<file path="config.mk">
export PLATFORM = sky130hd
export DESIGN_NAME = seq_encoder_32x5
export DESIGN_NICKNAME = d
export VERILOG_FILES = /design/src/rtl/seq_encoder_32x5.sv
export SDC_FILE = /design/constraint.sdc
export NUM_CORES = 1
export LEC_CHECK = 0
export CORE_MARGIN = 1
export CORE_UTILIZATION = 60
export CTS_CLUSTER_SIZE = 40
export DETAILED_ROUTE_END_ITERATION = 12
export HOLD_SLACK_MARGIN = 0.1
export PLACE_DENSITY_LB_ADDON = 0.1
export REMOVE_ABC_BUFFERS = 1
export SLEW_MARGIN = 20
export SYNTH_ARGS = -nofsm -noshare
export SYNTH_HDL_FRONTEND = slang
export SYNTH_SLANG_ARGS = --single-unit
</file>
<file path="constraint.sdc">
create_clock -name clk -period 13.5 [get_ports clk]
set_input_delay 3.375 -clock clk [delete_from_list [all_inputs] [get_ports clk]]
set_output_delay 3.375 -clock clk [all_outputs]
set_load 0.1 [all_outputs]
</file>
<file path="src/rtl/seq_encoder_32x5.sv">
// seq_encoder_32x5: sequential 32-to-5 priority encoder.
// Captures a request vector over a valid/ready handshake, then presents the
// index of each set bit, one per output handshake, clearing each bit as it is
// served. Lowest index first by default.
// Optional build macro: ENC_MSB_FIRST_EN (serve highest set bit first).
module seq_encoder_32x5 #(
    parameter int SEL_W = 5
) (
    input  logic                  clk,
    input  logic                  rst,
    input  logic                  enable,
    input  logic                  req_valid,
    input  logic [2**SEL_W-1:0]   req,
    output logic                  req_ready,
    output logic [SEL_W-1:0]      A,
    output logic                  out_valid,
    input  logic                  out_ready,
    output logic [SEL_W:0]        count,
    output logic                  zero_err
);

    localparam int N = 2**SEL_W;

    typedef enum logic {IDLE = 1'b0, SERVE = 1'b1} state_t;

    state_t          state, state_n;
    logic [N-1:0]    pend, pend_n, pend_clr;
    logic [SEL_W-1:0] a_reg, a_n;
    logic            vld_reg, vld_n;
    logic [SEL_W:0]  count_reg, count_n;
    logic            zerr_reg, zerr_n;

    // Index of the set bit that is served next.
    function automatic logic [SEL_W-1:0] prio(input logic [N-1:0] v);
        logic [SEL_W-1:0] r;
        r = '0;
`ifdef ENC_MSB_FIRST_EN
        for (int i = 0; i < N; i++)
            if (v[i]) r = i[SEL_W-1:0];
`else
        for (int i = N-1; i >= 0; i--)
            if (v[i]) r = i[SEL_W-1:0];
`endif
        return r;
    endfunction

    // Number of set bits in a vector.
    function automatic logic [SEL_W:0] popcnt(input logic [N-1:0] v);
        logic [SEL_W:0] c;
        c = '0;
        for (int i = 0; i < N; i++)
            c = c + {{SEL_W{1'b0}}, v[i]};
        return c;
    endfunction

    // Pending vector with the currently presented bit removed.
    assign pend_clr = pend & ~({{(N-1){1'b0}}, 1'b1} << a_reg);

    // Next-state and next-output computation; everything holds while enable is low.
    always_comb begin
        state_n = state;
        pend_n  = pend;
        a_n     = a_reg;
        vld_n   = vld_reg;
        count_n = count_reg;
        zerr_n  = zerr_reg;
        if (enable) begin
            zerr_n = 1'b0;
            case (state)
                IDLE: begin
                    if (req_valid) begin
                        if (req != '0) begin
                            pend_n  = req;
                            a_n     = prio(req);
                            count_n = popcnt(req);
                            vld_n   = 1'b1;
                            state_n = SERVE;
                        end else begin
                            zerr_n = 1'b1;
                        end
                    end
                end
                SERVE: begin
                    if (vld_reg && out_ready) begin
                        pend_n  = pend_clr;
                        count_n = count_reg - {{SEL_W{1'b0}}, 1'b1};
                        if (pend_clr != '0) begin
                            a_n = prio(pend_clr);
                        end else begin
                            a_n     = '0;
                            count_n = '0;
                            vld_n   = 1'b0;
                            state_n = IDLE;
                        end
                    end
                end
                default: state_n = IDLE;
            endcase
        end
    end

    // State and output registers; reset wins over enable.
    always_ff @(posedge clk) begin
        if (rst) begin
            state     <= IDLE;
            pend      <= '0;
            a_reg     <= '0;
            vld_reg   <= 1'b0;
            count_reg <= '0;
            zerr_reg  <= 1'b0;
        end else begin
            state     <= state_n;
            pend      <= pend_n;
            a_reg     <= a_n;
            vld_reg   <= vld_n;
            count_reg <= count_n;
            zerr_reg  <= zerr_n;
        end
    end

    assign req_ready = (state == IDLE) && enable;
    assign out_valid = vld_reg && enable;
    assign A         = a_reg;
    assign count     = count_reg;
    assign zero_err  = zerr_reg;

endmodule
</file>
==> out/qor.csv <==
metric,value,unit
status,finished with violations,
failed_checks,DRC,
category_of_the_most_critical_setup_path,in2out,
floorplanUtilization,0.633,
synth_cell_types,68,
finalSetupTns,0,ns
topCellsByArea,"sky130_fd_sc_hd__dfxtp_1 (22%), sky130_fd_sc_hd__fa_1 (12%), sky130_fd_sc_hd__nor2_1 (6.8%)",
dp_hpwl,8.94,mm
grt_start_max_net_pins,74,
netlist.top_cell.by_area,sky130_fd_sc_hd__dfxtp_1,
htree_num_levels,2,
cts.hold.buffers_added,0,
cts-root-to-sink-buffers,2,
avgViaCountPerCell,6.60,
final_slew_viol_count,0,
timing.final.crit_share,0.642,
placed_standard_cell_area,4600,um^2
drtPass1Iterations,9,
post-route-cell-area,4740,um^2
ant_nets,0,
wl,12.0,mm
setup_viol,0,
drc,1,
clock_skew,0.0123,ns
r2r_cells,7,
setup.worst_path.end_class,primary output,
root_buffer,sky130_fd_sc_hd__clkbuf_8,
synth-seq-cells,46,
grt_pass1_vias,3932,
finalWeightedCongestion,0.940,
cts_inserted_buffers,5,
nets,627,
dr.first_iter.drc_count,311,
maxCapViolCount,0,
final_layout_top_logic_cells,"sky130_fd_sc_hd__nor2_1 (74), sky130_fd_sc_hd__inv_1 (55), sky130_fd_sc_hd__clkdlybuf4s50_1 (50), sky130_fd_sc_hd__dfxtp_1 (46), sky130_fd_sc_hd__a211oi_1 (35)",
first_pass_grt_wire_length,19.3,mm
hold_class,reg2reg,
yosys.stat.seqShare,0.224,
core_area,6490,um^2
yosysChipArea,4110,um^2
synth.cell_area,4110,um^2
power.share.switching,0.446,
max_slew_headroom,0.348,
internal_power,0.427,mW
netlist_top_cells_count,"sky130_fd_sc_hd__nor2_1 (74), sky130_fd_sc_hd__inv_1 (55), sky130_fd_sc_hd__dfxtp_1 (46)",
overflow_left_after_global_routing,0,
postCtsSetupBuffers,0,
p_comb_frac,0.613,
p_leak,1.77,nW
actual_transition_at_the_worst_max_transition_pin,0.976,ns
port_buffers,50,
vdd.ir_drop.worst,0.000298,V
count_of_endpoints_failing_hold_in_the_final_timing_report,0,
fp.dieArea,7190,um^2
util_after_layout,0.730,
drive_gt1_frac,0.0484,
synth.top_cell.area_share,0.224,
async_reset_ff_frac,0,
number_of_non_filler_instances_in_the_completed_layout,635,
net-switching-power,0.344,mW
pwr-share-clk,0.169,
setup.worst_path.start_class,input port,
timing.reg2reg.setup_slack,10.50,ns
cts.sinks,46,
antenna_found_initial,0,
signal_arrival_time_at_the_worst_endpoint,5.29,ns
worst_hold_slack,0.504,ns
placedCellCount,627,
detailroute.via_count,4194,
worstPathRequired,10.12,ns
power_frac_seq,0.219,
max_freq,0.115,GHz
antennaDiodeCount,0,
globalRouteTotalUtil,0.344,
layout.cells.most_common,sky130_fd_sc_hd__nor2_1,
power_density,163,nW/um^2
grt_setup_unrepaired,false,
synth_top_flop_cell,sky130_fd_sc_hd__dfxtp_1,
final.setup.worst_slack,4.83,ns
chipHeight,84.8,um
worst_skew_pair.late_latency,0.32,ns
route.detailed.wl_per_inst,18.9,um
tritoncts,yes,
worst_hold_path.num_cells,2,
worst-path-max-fanout,3,
pre_cts_ws,4.84,ns
fin_total_pwr,0.771,mW
clk_pin_slew,0.10,ns
synth_dominant_cell_count,sky130_fd_sc_hd__nor2_1,
tool_warnings,26,
ctsResizeCount,0,
yosys_warnings,0,
largest_register_ffs,32,
area_growth,15.2,%
synth_area_per_cell,7.82,um^2
boundaryPins,51,
synthesis.instances,526,
yosys_cells,526,
fin_crit,8.67,ns
fp.dieW,84.8,um
synth-edff-count,0,
-- layer usage --
layer,global-route usage,vias up,wire length (um)
li1,-,1975,-
met1,0.476,2006,5350
met2,0.553,189,5590
met3,0.0511,24,812
met4,0.117,0,248
met5,0,-,0
-- final cells by class --
cell class                 instances  area [um^2]
clock inverter                     3         68.8
sequential                        46          921
inverter                          56          210
multi-input combinational        395         2850
timing repair buffer              53          523
tap                               77         96.3
clock buffer                       5         68.8
fill                             524         1750
-- final timing paths --
kind / start / to
worst min register to register: zero_err / zero_err
worst max-delay path: enable / req_ready
worst min-delay path: zero_err / zero_err
worst max register to register: A[2] / count[5]
-- power by group through the flow --
stage                     clock network (mW)  registers [mW]  logic [mW]
after floorplan                            0           0.209       0.319
after global placement                     0           0.170       0.461
after detailed placement                   0           0.171       0.474
after CTS                              0.129           0.168       0.476
after global routing                   0.136           0.171       0.523
final                                  0.130           0.169       0.472
-- worst max-delay path: stages --
cell                              delay, ns
sky130_fd_sc_hd__clkdlybuf4s50_1       0.48
sky130_fd_sc_hd__nor2b_1               0.25
sky130_fd_sc_hd__clkdlybuf4s50_1       1.18
-- kinds of logic (layout without fill, tap and decap cells) --
family                   Yosys count  in the layout  share of synthesized area
flip-flops                        46             46                      0.224
adder cells (fa/ha/maj)           33             33                      0.144
XOR/XNOR                           3              3                    0.00639
multiplexers                      14             14                     0.0341
AND-OR/OR-AND                    171            171                      0.286
AND/OR/NAND/NOR                  174            174                      0.220
buffers and inverters             85            117                     0.0855
==> images/registers.png <==
The bar under the picture is 20 um long.
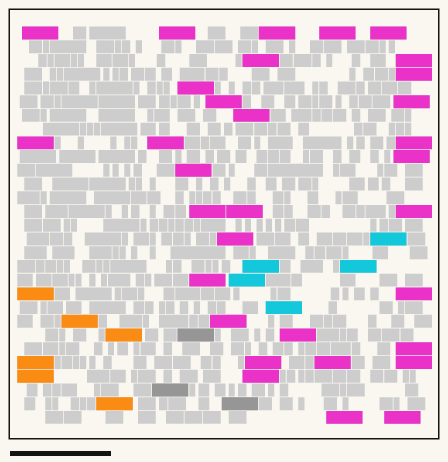
| colour | netlist name | flops |
|---|---|---|
| magenta | `pend` | 32 |
| cyan | `A` | 5 |
| orange | `count` | 6 |
not coloured: 3

==> images/density.png <==
The bar under the picture is 20 um long. 8 x 8 tiles, from white (low) to dark blue (high), 0 to 100% covered.
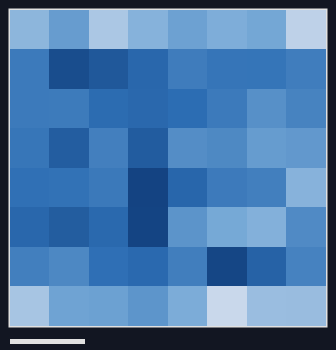
mean over tiles: 65%
tiles over 75% full: 27%
fullest tile: 92%

==> images/final_placement.png <==
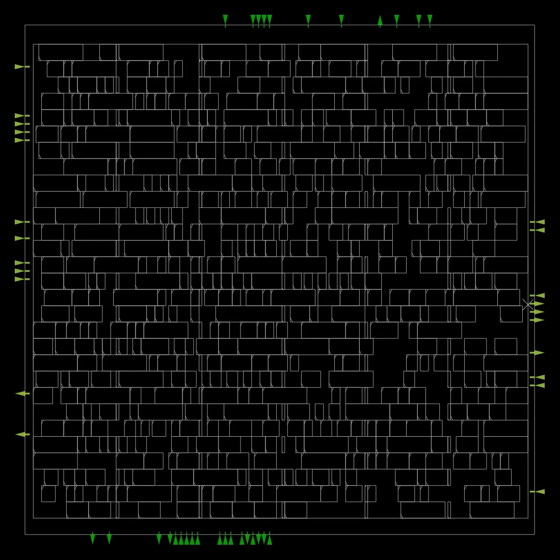
Fill cells: 524
tap cells: 77
number of rows in the core area: 29
register share of the cell area: 0.194

==> images/pdn.png <==
The bar under the picture is 20 um long. Pins as bars on the die edge. Tap cells in grey.
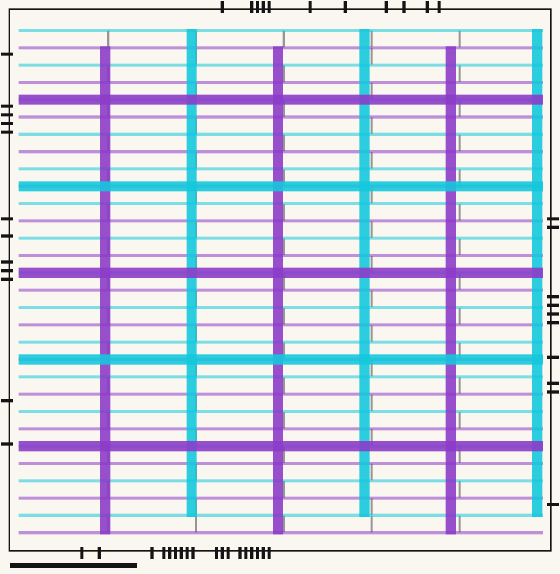
| colour | net |
|---|---|
| cyan | VDD |
| purple | VSS |
met1 rails: 30
tap cells: 77
met4 straps: 6
signal pins: 51

==> images/port_nets.png <==
The bar under the picture is 20 um long.
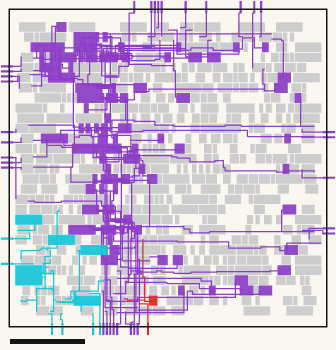
| colour | port | direction | edge | end cells | buffers | wire |
|---|---|---|---|---|---|---|
| purple | `req` | input | 10 top, 9 left, 8 bottom, 5 right | 98 | 32 | 2,330 um |
| red | `req_ready` | output | bottom | 1 | 1 | 34.5 um |
| cyan | `count` | output | 4 bottom, 2 left | 6 | 6 | 182 um |

Power figures rest on the tool's default switching activity, not on a simulated workload.
